Fig. 1: drive-strength map
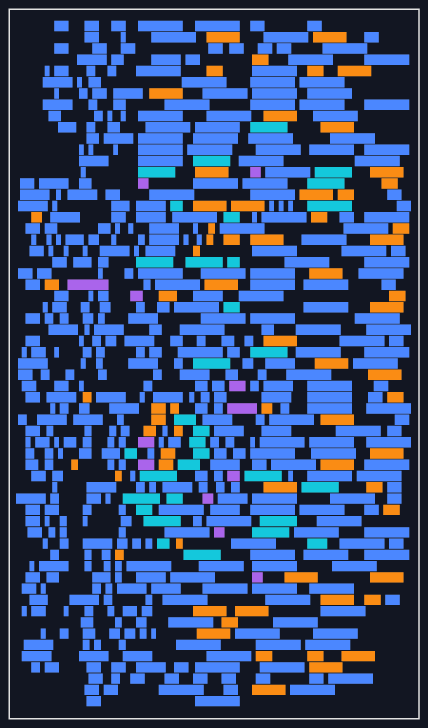
Fig. 2: gate families picked out
Scale bar: 20 µm.
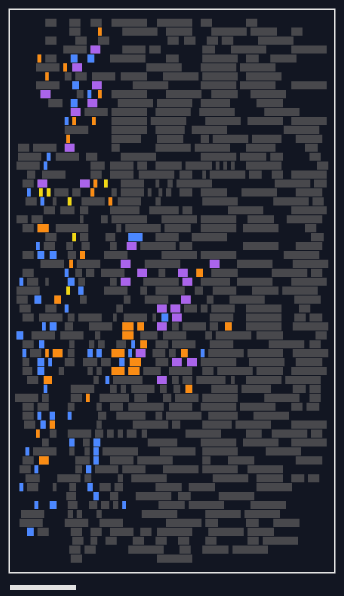
[config.mk]
export PLATFORM = sky130hd
export DESIGN_NAME = act_capture_fifo
export DESIGN_NICKNAME = d
export VERILOG_FILES = /design/src/rtl/act_capture_fifo.sv
export SDC_FILE = /design/constraint.sdc
export NUM_CORES = 1
export LEC_CHECK = 0
export CAP_MARGIN = 0
export CELL_PAD_IN_SITES_DETAIL_PLACEMENT = 1
export CELL_PAD_IN_SITES_GLOBAL_PLACEMENT = 1
export CORE_ASPECT_RATIO = 1.75
export CORE_UTILIZATION = 45
export DETAILED_ROUTE_END_ITERATION = 10
export GPL_TIMING_DRIVEN = 0
export PLACE_DENSITY_LB_ADDON = 0.12
export SLEW_MARGIN = 20
export SYNTH_ARGS = -nofsm -noshare
export SYNTH_HDL_FRONTEND = slang
export SYNTH_SLANG_ARGS = --single-unit
[constraint.sdc]
create_clock -name clk -period 9.4 [get_ports clk]
set_input_delay 1.88 -clock clk [delete_from_list [all_inputs] [get_ports clk]]
set_output_delay 1.88 -clock clk [all_outputs]
set_load 0.02 [all_outputs]
[src/rtl/act_capture_fifo.sv]
// act_capture_fifo: captures every act1 change as {act2, act1} into a small FIFO
// drained over valid/ready, and keeps drop/mismatch/frame statistics.
// Optional build macro ACT_CAP_TIMESTAMP_EN prepends a 16-bit cycle timestamp
// to every captured word.
module act_capture_fifo #(
    parameter int unsigned DW    = 8,
    parameter int unsigned DEPTH = 8,
    parameter int unsigned AW    = 3
) (
    input  logic                clk,
    input  logic                rst_n,
    input  logic [DW-1:0]       act1_i,
    input  logic [DW-1:0]       act2_i,
    input  logic                clr_i,
    output logic                m_valid,
    input  logic                m_ready,
`ifdef ACT_CAP_TIMESTAMP_EN
    output logic [2*DW+15:0]    m_data,
`else
    output logic [2*DW-1:0]     m_data,
`endif
    output logic [AW:0]         fifo_count,
    output logic [7:0]          drop_cnt,
    output logic [7:0]          mismatch_cnt,
    output logic                frame_done,
    output logic [7:0]          frame_cnt
);

`ifdef ACT_CAP_TIMESTAMP_EN
    localparam int unsigned TSW = 16;
    localparam int unsigned MW  = 2 * DW + TSW;
`else
    localparam int unsigned MW  = 2 * DW;
`endif

    logic [DW-1:0] act1_q;
    logic [DW-1:0] act2_q;
    logic [AW-1:0] wr_ptr;
    logic [AW-1:0] rd_ptr;
    logic [MW-1:0] mem [DEPTH];

    logic          evt_c;
    logic          frame_evt_c;
    logic          full_c;
    logic          pop_c;
    logic          push_c;
    logic          drop_c;
    logic          mism_c;
    logic [MW-1:0] wr_word_c;

`ifdef ACT_CAP_TIMESTAMP_EN
    logic [TSW-1:0] ts_q;

    // Free-running cycle stamp, restarted by reset and clear
    always_ff @(posedge clk) begin
        if (!rst_n) begin
            ts_q <= '0;
        end else if (clr_i) begin
            ts_q <= '0;
        end else begin
            ts_q <= ts_q + TSW'(1);
        end
    end

    assign wr_word_c = {ts_q, act2_i, act1_i};
`else
    assign wr_word_c = {act2_i, act1_i};
`endif

    // Event detection and push/pop/drop decisions; clear discards all of them
    always_comb begin
        evt_c       = (act1_i != act1_q);
        frame_evt_c = (act2_q != '0) && (act2_i == '0);
        full_c      = (fifo_count == (AW+1)'(DEPTH));
        pop_c       = m_valid && m_ready && !clr_i;
        push_c      = evt_c && !clr_i && (!full_c || pop_c);
        drop_c      = evt_c && !clr_i && full_c && !pop_c;
        mism_c      = evt_c && !clr_i && (act1_i != act2_i);
    end

    // Input history, tracked every cycle (clear included) so clear never fakes an event
    always_ff @(posedge clk) begin
        if (!rst_n) begin
            act1_q <= '0;
            act2_q <= '0;
        end else begin
            act1_q <= act1_i;
            act2_q <= act2_i;
        end
    end

    // Storage array; contents need no reset since m_valid qualifies them
    always_ff @(posedge clk) begin
        if (rst_n && push_c) begin
            mem[wr_ptr] <= wr_word_c;
        end
    end

    // Pointers and occupancy; a push into a full FIFO only lands when a pop frees a slot
    always_ff @(posedge clk) begin
        if (!rst_n || clr_i) begin
            wr_ptr     <= '0;
            rd_ptr     <= '0;
            fifo_count <= '0;
        end else begin
            if (push_c) begin
                wr_ptr <= wr_ptr + AW'(1);
            end
            if (pop_c) begin
                rd_ptr <= rd_ptr + AW'(1);
            end
            case ({push_c, pop_c})
                2'b10:   fifo_count <= fifo_count + (AW+1)'(1);
                2'b01:   fifo_count <= fifo_count - (AW+1)'(1);
                default: fifo_count <= fifo_count;
            endcase
        end
    end

    // Statistics: saturating drop/mismatch counters, wrapping frame counter with pulse
    always_ff @(posedge clk) begin
        if (!rst_n || clr_i) begin
            drop_cnt     <= '0;
            mismatch_cnt <= '0;
            frame_cnt    <= '0;
            frame_done   <= 1'b0;
        end else begin
            if (drop_c && (drop_cnt != 8'hFF)) begin
                drop_cnt <= drop_cnt + 8'd1;
            end
            if (mism_c && (mismatch_cnt != 8'hFF)) begin
                mismatch_cnt <= mismatch_cnt + 8'd1;
            end
            if (frame_evt_c) begin
                frame_cnt <= frame_cnt + 8'd1;
            end
            frame_done <= frame_evt_c;
        end
    end

    // Head of queue straight from the read pointer
    assign m_valid = (fifo_count != '0);
    assign m_data  = mem[rd_ptr];

endmodule
==> flow_summary.json <==
{
  "cts_max_level": 4,
  "finalNetCount": 589,
  "startpoint": "act1_i[1]",
  "yosysCellCount": 467,
  "wl_met1_um": 6524,
  "endpoint_kind": "flip-flop",
  "period_needed_ns": 4.896,
  "syn_area_um2": 7358,
  "met2_length_um": 9962,
  "clkbuf_count": 20,
  "nFillCells": 1549,
  "yosys-top-cells-count": "edfxtp_1, dfxtp_1, mux4_2, nand2_1, nor2_1",
  "hold_path_depth": 2,
  "via_count": 4338,
  "ff_count": 182,
  "highest_layer": "met4",
  "outcome": "finished, final reports clean",
  "max_slew_margin": 0.4650,
  "synth-seq-area-share": 0.6693,
  "ys_sh_mux": 0.1360,
  "io-pin-count": 66,
  "viasPerCell": 5.685,
  "setup_tns_ns": 0,
  "pre_cts_ws_ns": 4.103,
  "dp_hpwl_um": 12170,
  "diodes": 0,
  "worst_slack_ns": 4.504,
  "crit_end": "fifo_count[3]",
  "seqPwrFrac": 0.529,
  "clockNetworkAreaShare": 0.06335,
  "antenna_found_initial": 0,
  "ys_sh_xor": 0.02976,
  "syn-num-nets": 495,
  "r2r-end": "fifo_count[3]",
  "wl_per_cell_um": 22.51,
  "r2r_start": "fifo_count[3]",
  "power_density_nw_per_um2": 183.5,
  "internal_power_w": 0.001283,
  "die_h_um": 171.2,
  "cp-start-kind": "input pin",
  "ctsHoldBuffers": 0,
  "postSynthCellCount": 467,
  "drive_gt1_frac": 0.1934,
  "die-area_um2": 16890,
  "ant_nets": 0,
  "yosys.area_share.simple": 0.09794,
  "rsz0062_at_grt": "false",
  "ys_sh_adder": 0.01462,
  "fin_worst_skew_ns": 0.01049,
  "grt_pass1_vias": 4768,
  "routed_wl_um": 17180,
  "p_sw_frac": 0.2205,
  "drv_cap": 0,
  "pwr-share-comb": 0.053,
  "coreArea_um2": 15950,
  "yosys_area_um2": 7358,
  "rows": 61,
  "ys_sh_aoi": 0.03979,
  "hold_path_end": "mismatch_cnt[1]",
  "clkTransAtPathRegs_ns": 0.07,
  "cts_buffer_depth": 2,
  "ys_ff": 182,
  "dieWidth_um": 98.67,
  "root_buffer": "clkbuf_16",
  "power.total_w": 0.001646,
  "yosysTopAreaCell": "edfxtp_1",
  "leakagePower_nw": 2.945,
  "path_class": "in2reg"
}
Notes on Fig. 1 above:
Cyan stands for _6 and larger, cells 32. Blue stands for _0 and _1 cells, cells 463. Orange stands for _2 cells, cells 67. Purple stands for _3 and _4 cells, cells 12.

Notes on Fig. 2 above:
Blue stands for nand cells, cells 55, most used nand2_1. Yellow stands for inv cells, cells 6, most used inv_1. Orange stands for nor cells, cells 34, most used nor2_1. Purple stands for xor and xnor cells, cells 25, most used xor2_1.
Non-Filler Instances: 763
logic share of the area: 0.2656
dominant logic cell type in the layout: edfxtp_1

## critical path, cell delays in order
cell             delay [ns]
clkdlybuf4s50_1        0.80
xnor2_1                0.18
nand4_1                0.27
nor3_1                 0.31
nand2_1                0.16
inv_1                  0.11
ha_1                   0.23
a21o_1                 0.17
a21o_1                 0.21
or3_1                  0.34
or4_1                  0.41
a31oi_1                0.16
## power by group through the flow
stage	logic, W	clock network [W]	registers (W)
2_1_floorplan	0.0000443	0	0.000888
3_3_place_gp	0.0000831	0	0.000888
3_5_place_dp	0.0000884	0	0.000889
4_1_cts	0.0000889	0.000700	0.000871
5_1_grt	0.0000946	0.000727	0.000872
6_report	0.0000874	0.000687	0.000871
Power and IR drop assume default switching activity.
